**Run 1: floorplan with the power grid**

Drawn at 4 px/um. Pins as bars on the die edge. Tap cells in gray.
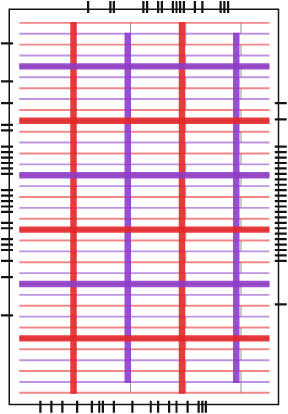
**Run 1: placement by cell class**

Drawn at 4 px/um. Fill, decap, tap and diode cells in gray.
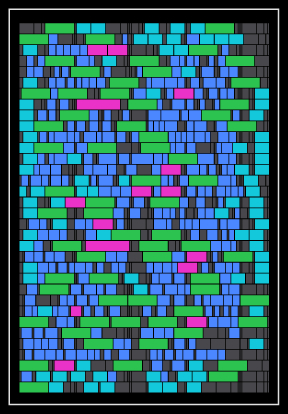
**Run 1: clock wires, drivers and flops**

Drawn at 4 px/um.
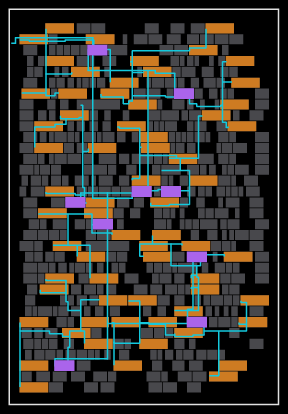
**Run 1: routed metal, one color a layer**

Drawn at 4 px/um.
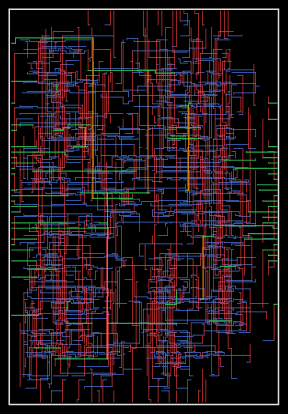
Design pipe_ctrl, sky130hd; sources not shown.
==> deck_impl_summary.md, run 1 <==
Flow Results at a Glance

Outcome
  – Status: completed

Power and ir drop
  – Leakage: 0.00135 uW
  – Switching power: 245 uW
  – Pint: 843 uW
  – Combinational share of power: 6.7%

Setup path
  – Crit path max fanout: 8
  – Flop2flop setup slack: 2830 ps
  – Critical path arrival: 3260 ps
  – R2R depth: 4
  – Required @ worst endpoint: 4120 ps

CTS
  – H-Tree Level Count: 3
  – Post-CTS sizing: 0
  – Maximum clock path buffer count: 2
  – Postcts setup bufs: 0

Synth
  – Most frequent cells after synthesis: 65 x dfxtp_1, 49 x a21oi_1, 30 x or4_1
  – Post-synth ARST share: 0%
  – Yosys top cell area share: 39.8%
  – Synth warn: 0
  – Unique cell types: 38
  – Leading area contributor after synthesis: dfxtp_1
  – Count leader, synth: dfxtp_1
  – Mapped Cells: 396

Finish
  – Fin nets: 471
  – Area Growth Syn to Fin: 31.4%
  – Fraction of layout instances using a drive strength above 1: 6.01%

Placement
  – Final GP Congestion: 0.818
  – IO Port Bufs: 81
  – Hpwl dp: 5780 um

Worst hold path
  – Hold crit path type: reg -> reg
  – Hold depth: 2

Timing
  – Measured slew at the worst slew-check pin: 1010 ps
  – Fin Setup TNS: 0 ps
  – Clk_skew: 9.30 ps
  – Tmin final: 4290 ps
  – Slew margin rel.: 32.6%
  – Final setup fails: 0

Routing
  – Met3 WL: 456 um

Flow run
  – Count of tool warnings: 26
  – Max-Cap Viols: 0
About 'floorplan with the power grid':
Key: VSS = red; VDD = purple
72 tap cells. 4 straps on met4. The core has 34 rows. 82 signal pins sit on the boundary.
Chip Width: 67.0 um
Core Area: 0.00579 sq mm

About 'placement by cell class':
Key: remaining logic cells = blue [cells 302]; remaining buffers and delay cells = cyan [cells 84]; sequential cells = green [cells 65]; clock drivers and dummy loads = magenta [cells 15]
Seq area share: 30.3%
Final Cell Area: 0.00430 sq mm
Rows: 34
final core utilization: 74.2%

About 'clock wires, drivers and flops':
Key: flip-flops = orange [count 65]; clock-net drivers = purple [count 9]; clock wires = cyan [length 858 um]
There are 10 routed clock nets.
P_clk: 507 uW
Clock power frac: 46.6%
clock latency on the worst-skew pair: 350 ps

About 'routed metal, one color a layer':
Key: M3 = green [wire length 457 um]; M2 = red [wire length 4380 um]; M4 = orange [wire length 154 um]; M1 = blue [wire length 3530 um]
Total GRT Usage: 26.8%
DR vias: 3344
final wirelength: 8510 um
drt wl/cell: 15.8 um

==> run 1: cell families after synthesis <==
logic type,synth area share (%)
xor+xnor,3.21
fa+ha+maj,0.765
simple gates,29.8
flops,39.8
mux,0.306
buf+inv,4.97
compound gates,21.1
==> run 1: through the flow <==
stage / setup WS, ps / std cells / util (%) / hold slack [ps] / area (sq um)
floorplan: 1440 / 396 / - / 697 / 3270
global placement: 931 / 523 / 70.2 / 462 / 4060
detailed placement: 902 / 523 / 70.2 / 482 / 4060
CTS: 889 / 538 / 74.2 / 495 / 4300
global route: 696 / 538 / 74.2 / 513 / 4300
finish: 857 / 538 / 74.2 / 491 / 4300
==> run 1: cell usage in the layout (no fill, tap or decap), drive strengths merged, types with 17 or more instances in the layout <==
| master | count |
|---|---|
| dfxtp | 65 |
| nand3 | 21 |
| or3 | 19 |
| or4 | 30 |
| nand2 | 25 |
| o31ai | 27 |
| nand4 | 17 |
| a21oi | 49 |
| clkdlybuf4s50 | 80 |
| o21ai | 22 |
==> run 1: power groups by stage <==
stage	combinational, uW	clock, uW	sequential [uW]
after global routing	77.7	529	508
after CTS	73.1	513	508
after detailed placement	72.6	0	519
after global placement	71.6	0	519
final	73.2	507	508
after floorplan	43.5	0	525
==> run 1: layout make-up <==
| type | count | area, sq um |
|---|---|---|
| fill | 463 | 1490 |
| inverter | 10 | 37.5 |
| timing repair buffer | 84 | 828 |
| sequential | 65 | 1300 |
| clock inverter | 2 | 60.1 |
| multi-input combinational | 292 | 1810 |
| clock buffer | 13 | 173 |
| tap | 72 | 90.1 |
==> run 1: worst max-delay path, stage by stage <==
cell and delay (ps):
clkdlybuf4s50_1 480, nor2b_1 510, nand2_1 110, a21oi_1 210
a31o_2 140, clkdlybuf4s50_1 790
**Run 1: track usage over the die**

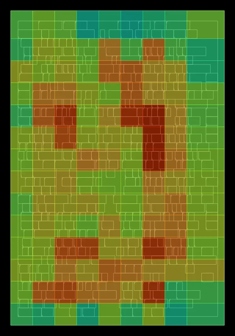

==> run 1 -> run 2 <==
- ABC_CLOCK_PERIOD_IN_PS: 5150 -> 3900
- CORE_UTILIZATION: 55 -> 46
- PLACE_DENSITY: 0.88 -> 0.79
- clock period: 5.15 -> 3.9 ns (I/O delays scaled with it)
**Run 2: track usage over the die**

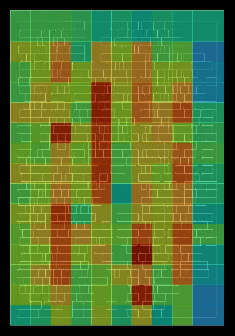
most used routing layer: met2
met3 usage: 6.27%
drt wl/cell: 15.3 um
final core utilization: 62.5%
grt met1 use: 27.6%

**Run 2: clock wires, drivers and flops**

Drawn at 3 px/um.
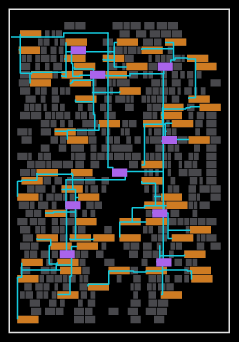
Key: clock-net drivers = purple [count 9]; clock wires = cyan [length 812 um]; flip-flops = orange [count 65]
There are 10 routed clock nets.
P_clk: 501 uW
Clock power frac: 39.3%
clock latency on the worst-skew pair: 340 ps
clk_skew: 7.80 ps

**Run 2: placement by cell class**

Drawn at 4 px/um. Fill, decap, tap and diode cells in gray.
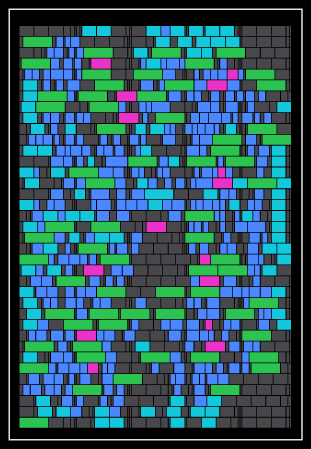
Key: sequential cells = green [cells 65]; remaining buffers and delay cells = cyan [cells 89]; clock drivers and dummy loads = magenta [cells 15]; remaining logic cells = blue [cells 302]
Final Cell Area: 0.00428 sq mm
Rows: 37
Core Area: 0.00685 sq mm

==> deck_impl_summary.md, run 2 <==
Flow Results at a Glance

Outcome
  – Status: completed

Flow run
  – Count of tool warnings: 26 (unchanged)
  – Max-Cap Viols: 0 (unchanged)

Synth
  – Yosys cell count: 396
  – Synth warn: 0 (unchanged)
  – Mapped Cells: 396 (unchanged)
  – Post-synthesis sequential area ratio: 39.8%
  – Count leader, synth: dfxtp_1
  – Leading area contributor after synthesis: dfxtp_1
  – Post-Syn Area per Cell: 8.26 sq um
  – Yosys chip area: 0.00327 sq mm
  – Top FF cell, synth: dfxtp_1
  – Yosys top cell area share: 39.8% (unchanged)
  – Syn nets: 405
  – Number of enable flip-flop cells: 0
  – Flops out of synthesis: 65
  – Most frequent cells after synthesis: 65 x dfxtp_1, 49 x a21oi_1, 30 x or4_1
  – Unique cell types: 38 (unchanged)
  – Post-synth ARST share: 0% (unchanged)

Setup path
  – Flop2flop setup slack: 1710 ps (-1120 ps)
  – Required @ worst endpoint: 3120 ps (-1000 ps)
  – Critical path arrival: 2510 ps (-750 ps)
  – CP startpoint kind: input port
  – CP Class: in -> out
  – R2R depth: 4 (unchanged)
  – Crit path max fanout: 4 (-4)
  – CP Capture Type: output pin

CTS
  – CTS tree: yes
  – Worst-path clk slew: 70 ps
  – Post-CTS sizing: 0 (unchanged)
  – Root Driver: clkbuf_8
  – Postcts setup bufs: 0 (unchanged)
  – Maximum clock path buffer count: 2 (unchanged)
  – H-Tree Level Count: 3 (unchanged)
  – Clock Sink Count: 65
  – Num CTS Buffers: 9

Routing
  – Final wirelength: 8430 um (-1.0%)
  – Initial drt markers: 276
  – Met3 WL: 484 um (+6.1%)
  – M1 WL: 3610 um
  – Top sig layer: met4
  – DR vias: 3343 (-0.030%)
  – Post-route ant nets: 0
  – Routed wl met2: 4210 um

Placement
  – Final GP Congestion: 0.808 (-1.2%)
  – IO Port Bufs: 81 (unchanged)
  – Hpwl dp: 5830 um (+0.81%)
  – Post-Place Setup Slack: 613 ps (-288 ps)

Timing
  – Tmin final: 3290 ps
  – Final setup fails: 0 (unchanged)
  – Slew margin rel.: 46.8% (+14 points)
  – RSZ-0062 raised after global routing: no
  – Period utilisation layout: 84.3%
  – Fin Setup TNS: 0 ps (unchanged)
  – Max Slew Vio Count: 0
  – Final hold violation count: 0
  – Measured slew at the worst slew-check pin: 798 ps (-214 ps)
  – Max Freq: 304 MHz
  – Setup ws final: 611 ps (-246 ps)

Finish
  – Number of fillers in the final layout: 634 (+37%)
  – N_diodes: 0
  – Top cells excl fill/tap: 76 x clkdlybuf4s50_1, 65 x dfxtp_1, 49 x a21oi_1
  – Seq. cell area: 0.00130 sq mm (unchanged)
  – Multi-input gate area: 0.00181 sq mm (unchanged)
  – Fraction of layout instances using a drive strength above 1: 7.86% (+1.8 points)
  – Fin nets: 476 (+1.1%)
  – Most instantiated logic cell after routing: clkdlybuf4s50_1
  – Area Growth Syn to Fin: 30.9%

Floorplan
  – Initial Util: 47.7%
  – Chip Width: 72.8 um (+8.8%)
  – Die area: 0.00781 sq mm
  – I/O pin cnt: 82

Power and ir drop
  – Leakage: 0.00135 uW (+0.14%)
  – Combinational share of power: 8.0% (+1.3 points)
  – Switching power: 316 uW (+29%)
  – Pwr dens: 297 mW/mm^2
  – Switching share of power: 24.8%
  – Pint: 956 uW (+13%)
  – Peak supply drop: 0.199 mV

Global routing
  – Initial antenna violation count: 0
  – Total GRT Usage: 22.6% (-4.3 points)
  – Total gr overflow: 0
  – Largest net degree at the start of global routing: 36
  – Vias in the first global route: 3078

Worst hold path
  – Hold depth: 2 (unchanged)
  – Hold crit path type: reg -> reg
## run 2: cell counts after synthesis
Identical to the previous run, type by type.
## run 2: power by group through the flow
stage          Clock (uW)  Combinational (uW)  Sequential, uW
5_1_grt               540                 108             671
6_report              501                 101             670
3_3_place_gp            0                 101             685
3_5_place_dp            0                 101             685
2_1_floorplan           0                57.5             693
4_1_cts               514                 102             670
## run 2: metal layers
| layer | vias to the layer above | GRT usage [%] |
|---|---|---|
| met5 | - | 0 |
| met4 | 0 | 9.79 |
| met3 | 9 | 6.27 |
| met2 | 87 | 36.5 |
| met1 | 1594 | 27.6 |
| li1 | 1653 | - |
## run 2: stage by stage
step | std cells | area, sq um | hold slack, ps | power [uW]
after floorplan | 396 | 3270 | 697 | 751
after global placement | 534 | 4110 | 461 | 786
after detailed placement | 534 | 4110 | 478 | 787
after CTS | 549 | 4280 | 487 | 1290
after global routing | 549 | 4280 | 507 | 1320
final | 549 | 4280 | 483 | 1270
## run 2: critical path, stage by stage
cell	delay, ps
clkdlybuf4s50_1	530
inv_1	90
a21oi_1	110
o21ai_0	80
nand2_1	110
clkdlybuf4s50_1	810
## run 2: layout make-up
type                    instances  area share, %
multi-input cells             292           42.2
flip-flops and latches         65           30.4
repair buffers                 89           20.3
clock buffers                  12           3.57
well taps                      78           2.28
inverters                      10          0.877
clock inverters                 3          0.409
## run 2: logic make-up after synthesis
group                    Yosys count  synth area share [%]
AND-OR/OR-AND                    113                  21.1
multiplexers                       1                 0.306
adder cells (fa/ha/maj)            2                 0.765
XOR/XNOR                          12                  3.21
flip-flops                        65                  39.8
buffers and inverters             39                  4.97
AND/OR/NAND/NOR                  164                  29.8
Power is estimated from default activity; no workload was simulated.
